<file path="src/rtl/seq_pkg.sv">
// Shared definitions for the instruction sequencer: opcodes, instruction field
// positions and the control FSM state encoding.
package seq_pkg;

    localparam logic [5:0] OP_NOP  = 6'h00;
    localparam logic [5:0] OP_ADD  = 6'h01;
    localparam logic [5:0] OP_SUB  = 6'h02;
    localparam logic [5:0] OP_AND  = 6'h03;
    localparam logic [5:0] OP_OR   = 6'h04;
    localparam logic [5:0] OP_ADDI = 6'h08;
    localparam logic [5:0] OP_LD   = 6'h10;
    localparam logic [5:0] OP_ST   = 6'h11;
    localparam logic [5:0] OP_JMP  = 6'h20;
    localparam logic [5:0] OP_BEQ  = 6'h21;
    localparam logic [5:0] OP_HALT = 6'h3F;

    localparam int OP_HI  = 23;
    localparam int OP_LO  = 18;
    localparam int RS1_HI = 17;
    localparam int RS1_LO = 16;
    localparam int RS2_HI = 15;
    localparam int RS2_LO = 14;
    localparam int RD_HI  = 13;
    localparam int RD_LO  = 12;
    localparam int IMM_HI = 11;
    localparam int IMM_LO = 0;

    typedef enum logic [2:0] {
        FETCH,
        DECODE,
        EXECUTE,
        MEM,
        WB,
        HALT
    } state_t;

endpackage

</file>
<file path="src/rtl/op_decode.sv">
// Combinational opcode classifier: maps the 6-bit opcode onto the class flags
// the sequencer FSM steers on. NOP raises no flag and is not illegal.
import seq_pkg::*;

module op_decode (
    input  logic [5:0] op,
    output logic       is_alu,
    output logic       is_imm,
    output logic       is_ld,
    output logic       is_st,
    output logic       is_jmp,
    output logic       is_beq,
    output logic       is_halt,
    output logic       is_illegal
);

    always_comb begin
        is_alu     = 1'b0;
        is_imm     = 1'b0;
        is_ld      = 1'b0;
        is_st      = 1'b0;
        is_jmp     = 1'b0;
        is_beq     = 1'b0;
        is_halt    = 1'b0;
        is_illegal = 1'b0;
        case (op)
            OP_NOP:                        ;
            OP_ADD, OP_SUB, OP_AND, OP_OR: is_alu  = 1'b1;
            OP_ADDI:                       is_imm  = 1'b1;
            OP_LD:                         is_ld   = 1'b1;
            OP_ST:                         is_st   = 1'b1;
            OP_JMP:                        is_jmp  = 1'b1;
            OP_BEQ:                        is_beq  = 1'b1;
            OP_HALT:                       is_halt = 1'b1;
            default:                       is_illegal = 1'b1;
        endcase
    end

endmodule

</file>
<file path="src/rtl/instruction_sequencer.sv">
// Multi-cycle control unit: fetch, decode, execute, memory and writeback sequencing for the 24-bit core.
// Build option SEQ_ILLEGAL_TRAP_EN: an unknown opcode halts the core instead of running as a NOP.
import seq_pkg::*;

module instruction_sequencer #(
    parameter int PC_W    = 12,
    parameter int INSTR_W = 24
) (
    input  logic               clk,
    input  logic               rst,
    output logic               imem_req,
    output logic [PC_W-1:0]    imem_addr,
    input  logic               imem_ack,
    input  logic [INSTR_W-1:0] imem_rdata,
    output logic               dmem_req,
    output logic               dmem_we,
    input  logic               dmem_ack,
    output logic [1:0]         rf_rs1,
    output logic [1:0]         rf_rs2,
    output logic [1:0]         rf_rd,
    output logic               rf_we,
    output logic               wb_sel,
    output logic [5:0]         alu_op,
    output logic               alu_src_imm,
    input  logic               alu_zero,
    output logic [11:0]        imm,
    output logic [PC_W-1:0]    pc,
    output logic               halted,
    output logic               illegal
);

    // state   | meaning
    // FETCH   | imem_req held at pc until imem_ack, then IR loaded
    // DECODE  | pc advances, instruction classified
    // EXECUTE | alu_op driven; jumps and branches resolve here
    // MEM     | dmem_req held until dmem_ack
    // WB      | single-cycle rf_we strobe
    // HALT    | stopped until reset

    state_t             state;
    logic [INSTR_W-1:0] ir;
    logic is_alu, is_imm, is_ld, is_st, is_jmp, is_beq, is_halt, is_illegal;
    logic go_exec;

    op_decode u_op_decode (
        .op        (ir[OP_HI:OP_LO]),
        .is_alu    (is_alu),
        .is_imm    (is_imm),
        .is_ld     (is_ld),
        .is_st     (is_st),
        .is_jmp    (is_jmp),
        .is_beq    (is_beq),
        .is_halt   (is_halt),
        .is_illegal(is_illegal)
    );

    assign imem_addr   = pc;
    assign rf_rs1      = ir[RS1_HI:RS1_LO];
    assign rf_rs2      = ir[RS2_HI:RS2_LO];
    assign rf_rd       = ir[RD_HI:RD_LO];
    assign imm         = ir[IMM_HI:IMM_LO];
    assign alu_src_imm = is_imm | is_ld | is_st;
    assign go_exec     = is_alu | is_imm | is_ld | is_st | is_jmp | is_beq;

    // Strobes are registered from the state being entered, so each is high
    // exactly while the FSM sits in the matching state.
    always_ff @(posedge clk) begin
        if (rst) begin
            state    <= FETCH;
            pc       <= '0;
            ir       <= '0;
            imem_req <= 1'b0;
            dmem_req <= 1'b0;
            dmem_we  <= 1'b0;
            rf_we    <= 1'b0;
            wb_sel   <= 1'b0;
            alu_op   <= '0;
            halted   <= 1'b0;
            illegal  <= 1'b0;
        end else begin
            imem_req <= 1'b0;
            dmem_req <= 1'b0;
            dmem_we  <= 1'b0;
            rf_we    <= 1'b0;
            wb_sel   <= 1'b0;
            alu_op   <= '0;
            case (state)
                FETCH: begin
                    if (imem_req && imem_ack) begin
                        ir    <= imem_rdata;
                        state <= DECODE;
                    end else begin
                        imem_req <= 1'b1;
                    end
                end
                DECODE: begin
                    pc <= pc + PC_W'(1);
                    if (is_illegal) illegal <= 1'b1;
                    if (is_halt) begin
                        state  <= HALT;
                        halted <= 1'b1;
                    end else if (is_illegal) begin
`ifdef SEQ_ILLEGAL_TRAP_EN
                        state  <= HALT;
                        halted <= 1'b1;
`else
                        state    <= FETCH;
                        imem_req <= 1'b1;
`endif
                    end else if (go_exec) begin
                        state  <= EXECUTE;
                        alu_op <= is_beq ? OP_SUB : ir[OP_HI:OP_LO];
                    end else begin
                        state    <= FETCH;
                        imem_req <= 1'b1;
                    end
                end
                EXECUTE: begin
                    if (is_jmp || is_beq) begin
                        if (is_jmp || alu_zero) pc <= PC_W'(imm);
                        state    <= FETCH;
                        imem_req <= 1'b1;
                    end else if (is_ld || is_st) begin
                        state    <= MEM;
                        dmem_req <= 1'b1;
                        dmem_we  <= is_st;
                    end else begin
                        state <= WB;
                        rf_we <= 1'b1;
                    end
                end
                MEM: begin
                    if (dmem_ack) begin
                        if (is_ld) begin
                            state  <= WB;
                            rf_we  <= 1'b1;
                            wb_sel <= 1'b1;
                        end else begin
                            state    <= FETCH;
                            imem_req <= 1'b1;
                        end
                    end else begin
                        dmem_req <= 1'b1;
                        dmem_we  <= is_st;
                    end
                end
                WB: begin
                    state    <= FETCH;
                    imem_req <= 1'b1;
                end
                HALT: state <= HALT;
                default: begin
                    state <= FETCH;
                end
            endcase
        end
    end

endmodule
</file>
<file path="config.mk">
export PLATFORM = sky130hd
export DESIGN_NAME = instruction_sequencer
export DESIGN_NICKNAME = d
export VERILOG_FILES = /design/src/rtl/seq_pkg.sv /design/src/rtl/op_decode.sv /design/src/rtl/instruction_sequencer.sv
export SDC_FILE = /design/constraint.sdc
export NUM_CORES = 1
export LEC_CHECK = 0
export CELL_PAD_IN_SITES_DETAIL_PLACEMENT = 0
export CELL_PAD_IN_SITES_GLOBAL_PLACEMENT = 1
export CORE_MARGIN = 2
export CORE_UTILIZATION = 35
export DETAILED_ROUTE_END_ITERATION = 6
export GPL_TIMING_DRIVEN = 0
export MAX_ROUTING_LAYER = met4
export PLACE_DENSITY = 0.88
export SYNTH_ARGS = -nofsm -noshare
export SYNTH_HDL_FRONTEND = slang
export SYNTH_SLANG_ARGS = --single-unit
</file>
<file path="constraint.sdc">
create_clock -name clk -period 3.8 [get_ports clk]
set_clock_uncertainty 0.15 [all_clocks]
set_input_delay 0.76 -clock clk [delete_from_list [all_inputs] [get_ports clk]]
set_output_delay 0.76 -clock clk [all_outputs]
set_load 0.01 [all_outputs]
</file>
Fig. 1: run 1, wiring by layer
(3 px per um)
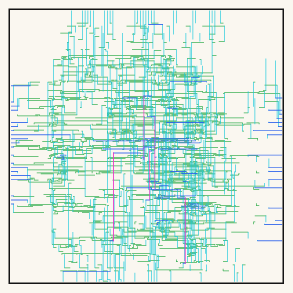
- magenta: metal 4 (wire length 113 um)
- cyan: metal 2 (wire length 3260 um)
- blue: metal 3 (wire length 400 um)
- green: metal 1 (wire length 3490 um)

Fig. 2: run 1, pin map
(4 px per um) Pins as bars across the die edge, other pins in gray.
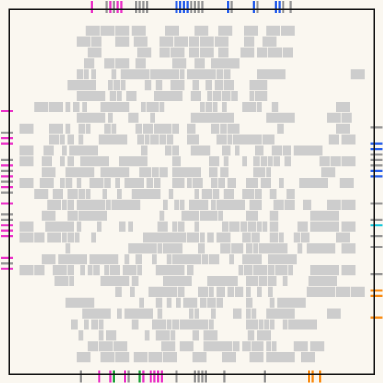
- green: `rf_rs1` (pins 2; direction output; edge south)
- blue: `imem_addr` (pins 12; direction output; edge 8 north, 4 east)
- orange: `alu_op` (pins 6; direction output; edge 3 east, 3 south)
- cyan: `rf_we` (pins 1; direction output; edge east)
- magenta: `imem_rdata` (pins 24; direction input; edge 12 west, 8 south, 4 north)

==> results.cfg, run 1 <==
; implementation run metrics
[outcome]
status = complete, no violations

[place]
port_buffers = 84
post-place-ws_ps = 1068
place_hpwl_um = 5341

[route]
wl_per_cell_um = 13.69

[synthesis]
area_leaders = dfxtp_1, nand2_1, buf_4
yosys.area_share.simple_pct = 27.81
synth_chip_area_um2 = 2641
yosys_cells = 340
synthDistinctLibCells = 49
yosys-top-cells-count = nand2_1, dfxtp_1, a21oi_1, buf_4, nor2_1
top_cell_area_share_pct = 39.41
synthAdderAreaFrac_pct = 0.4737

[clocking]
cts_root_buffer = clkbuf_8
holdBufCountCts = 0
cts.path.max_buffers = 2
cts_tree = yes

[floorplanning]
rows = 31

[global_routing]
grtUsageMet2_pct = 27.74
grt_use_total_pct = 18.14
grt_use_met3_pct = 3.506
grt_pass1_wl_um = 11980

[flow_run]
tool_warnings = 26

[cells_and_area]
final_core_util_pct = 51.22

[worst_setup_path]
r2r-end = imem_addr[10]
critical_path_class = flip-flop to output pin
worstSetupEndpointType = output pin

[min_path]
min_to = ir[17]
hold_class = flip-flop to flip-flop
hold_start = ir[17]

[final_timing]
setup_violations = 0
Fig. 3: run 1, clock routing
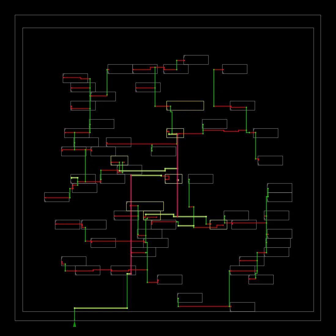
clock buffer count: 5
TritonCTS Buffers: 5
flop count: 52
Clk. pwr: 444 uW
Latency at later pin: 310 ps

Fig. 4: run 1, local utilization
(4 px per um) The die is cut into 9 by 9 equal tiles; black is low, pale yellow is high, 0 to 100% covered.
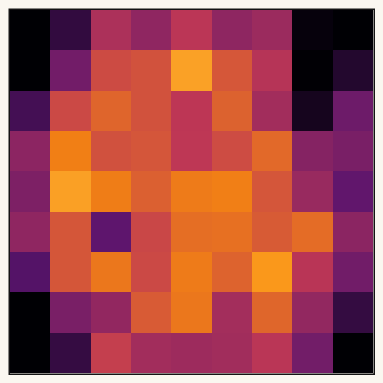
- tiles over 75% full: 3.7%
- emptiest ninth of the die: north-east
- nearly empty tiles: 9.9%
- mean over tiles: 44%

-- run 1: sequential cells by signal, summed over array words and instances (netlist names), 3 cells and up --
signal / cells
alu_op: 6
imem_addr: 12
ir: 24
state: 3
-- run 1: cell type report --
type | count | area [um^2]
clock buffer | 5 | 68.82
sequential | 52 | 1041
fill | 740 | 3557
buffer | 52 | 316.6
clock inverter | 2 | 60.06
tap | 99 | 123.9
multi-input combinational | 230 | 1261
inverter | 6 | 22.52
timing repair buffer | 84 | 840.8
-- run 1: where the power goes --
part / switching, mW / internal, mW
clock network: 0.185 / 0.259
logic: 0.138 / 0.144
registers: 0.0267 / 0.572
total: 0.349 / 0.975
==> inputs of run 2 (changes only) <==
--- a/config.mk
+++ b/config.mk
@@ -8,11 +8,11 @@
 export CELL_PAD_IN_SITES_DETAIL_PLACEMENT = 0
 export CELL_PAD_IN_SITES_GLOBAL_PLACEMENT = 1
 export CORE_MARGIN = 2
-export CORE_UTILIZATION = 35
+export CORE_UTILIZATION = 33
 export DETAILED_ROUTE_END_ITERATION = 6
 export GPL_TIMING_DRIVEN = 0
 export MAX_ROUTING_LAYER = met4
-export PLACE_DENSITY = 0.88
+export PLACE_DENSITY = 0.84
 export SYNTH_ARGS = -nofsm -noshare
 export SYNTH_HDL_FRONTEND = slang
 export SYNTH_SLANG_ARGS = --single-unit
==> constraint.sdc (replaced) <==
create_clock -name clk -period 2.8 [get_ports clk]
set_clock_uncertainty 0.15 [all_clocks]
set_input_delay 0.56 -clock clk [delete_from_list [all_inputs] [get_ports clk]]
set_output_delay 0.56 -clock clk [all_outputs]
set_load 0.01 [all_outputs]
Fig. 5: run 2, clock routing
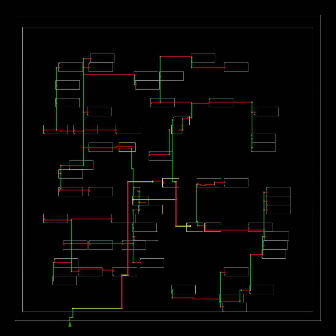
Clk. pwr: 455 uW
clock buffer count: 6
Num Clock Sinks: 52
Latency at later pin: 300 ps

==> results.cfg, run 2 <==
; implementation run metrics
[outcome]
status = complete, no violations

[floorplanning]
initial_core_util_pct = 34.18
rows = 32

[synthesis]
synthDistinctLibCells = 49
yosys_warnings = 0
yosys-top-cells-count = nand2_1, dfxtp_1, a21oi_1, buf_4, nor2_1
synthAdderAreaFrac_pct = 0.4737
synth_chip_area_um2 = 2641
yosys_cells = 340
ff_type = dfxtp_1
yosys.area_share.simple_pct = 27.81
area_leaders = dfxtp_1, nand2_1, buf_4

[clocking]
cts_tree = yes
holdBufCountCts = 0
cts.path.max_buffers = 2

[place]
port_buffers = 84
place_hpwl_um = 5485
post-place-ws_ps = 270.6

[global_routing]
grt_overflow = 0
grt_use_total_pct = 17.81

[worst_setup_path]
r2r-end = imem_addr[5]
worstSetupEndpointType = output pin
critical_path_class = flip-flop to output pin

[power_and_ir_drop]
pg_comb_uw = 382
p_comb_share_pct = 23.1
sw_frac_of_total_pct = 28.82
p_seq_share_pct = 49.3
p_int_mw = 1.174
power_sequential_uw = 812
power.switching_uw = 475.4
power_top_consumer = registers

[final_timing]
final_hold_viol_count = 0
setup_violations = 0

[cells_and_area]
fin_cells = 534
fillers = 770
final_core_util_pct = 47.96

[min_path]
hold_start = ir[16]
hold_class = flip-flop to flip-flop
hold_path_depth = 2
min_to = ir[16]

[route]
via_per_inst = 4.878

[flow_run]
tool_warnings = 26
Fig. 6: run 2, pin map
(4 px per um) Pins as bars across the die edge, other pins in gray.
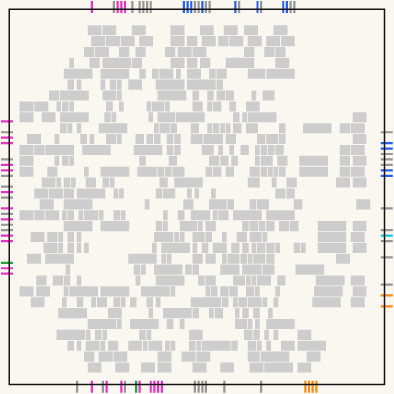
- green: `rf_rs1` (pins 2; direction output; edge 1 south, 1 west)
- blue: `imem_addr` (pins 12; direction output; edge 8 north, 4 east)
- cyan: `rf_we` (pins 1; direction output; edge east)
- orange: `alu_op` (pins 6; direction output; edge 4 south, 2 east)
- magenta: `imem_rdata` (pins 24; direction input; edge 12 west, 8 south, 4 north)
- all pins by edge: 26 north, 22 south, 21 west, 16 east

-- run 2: final cells by class --
| type | instances | area, um^2 | share of cell area (%) |
|---|---|---|---|
| multi-input cells | 230 | 1261 | 34.03 |
| clock buffers | 6 | 82.58 | 2.228 |
| well taps | 102 | 127.6 | 3.444 |
| flip-flops and latches | 52 | 1041 | 28.09 |
| clock inverters | 2 | 13.76 | 0.3714 |
| plain buffers | 52 | 316.6 | 8.542 |
| repair buffers | 84 | 840.8 | 22.69 |
| inverters | 6 | 22.52 | 0.6077 |
-- run 2: per-layer routing --
layer / up-vias / track usage [%]
met1: 1176 / 23.36
met4: 0 / 4.657
met5: - / -
li1: 1331 / -
met3: 13 / 2.579
met2: 85 / 28.90
Power and IR drop assume default switching activity.
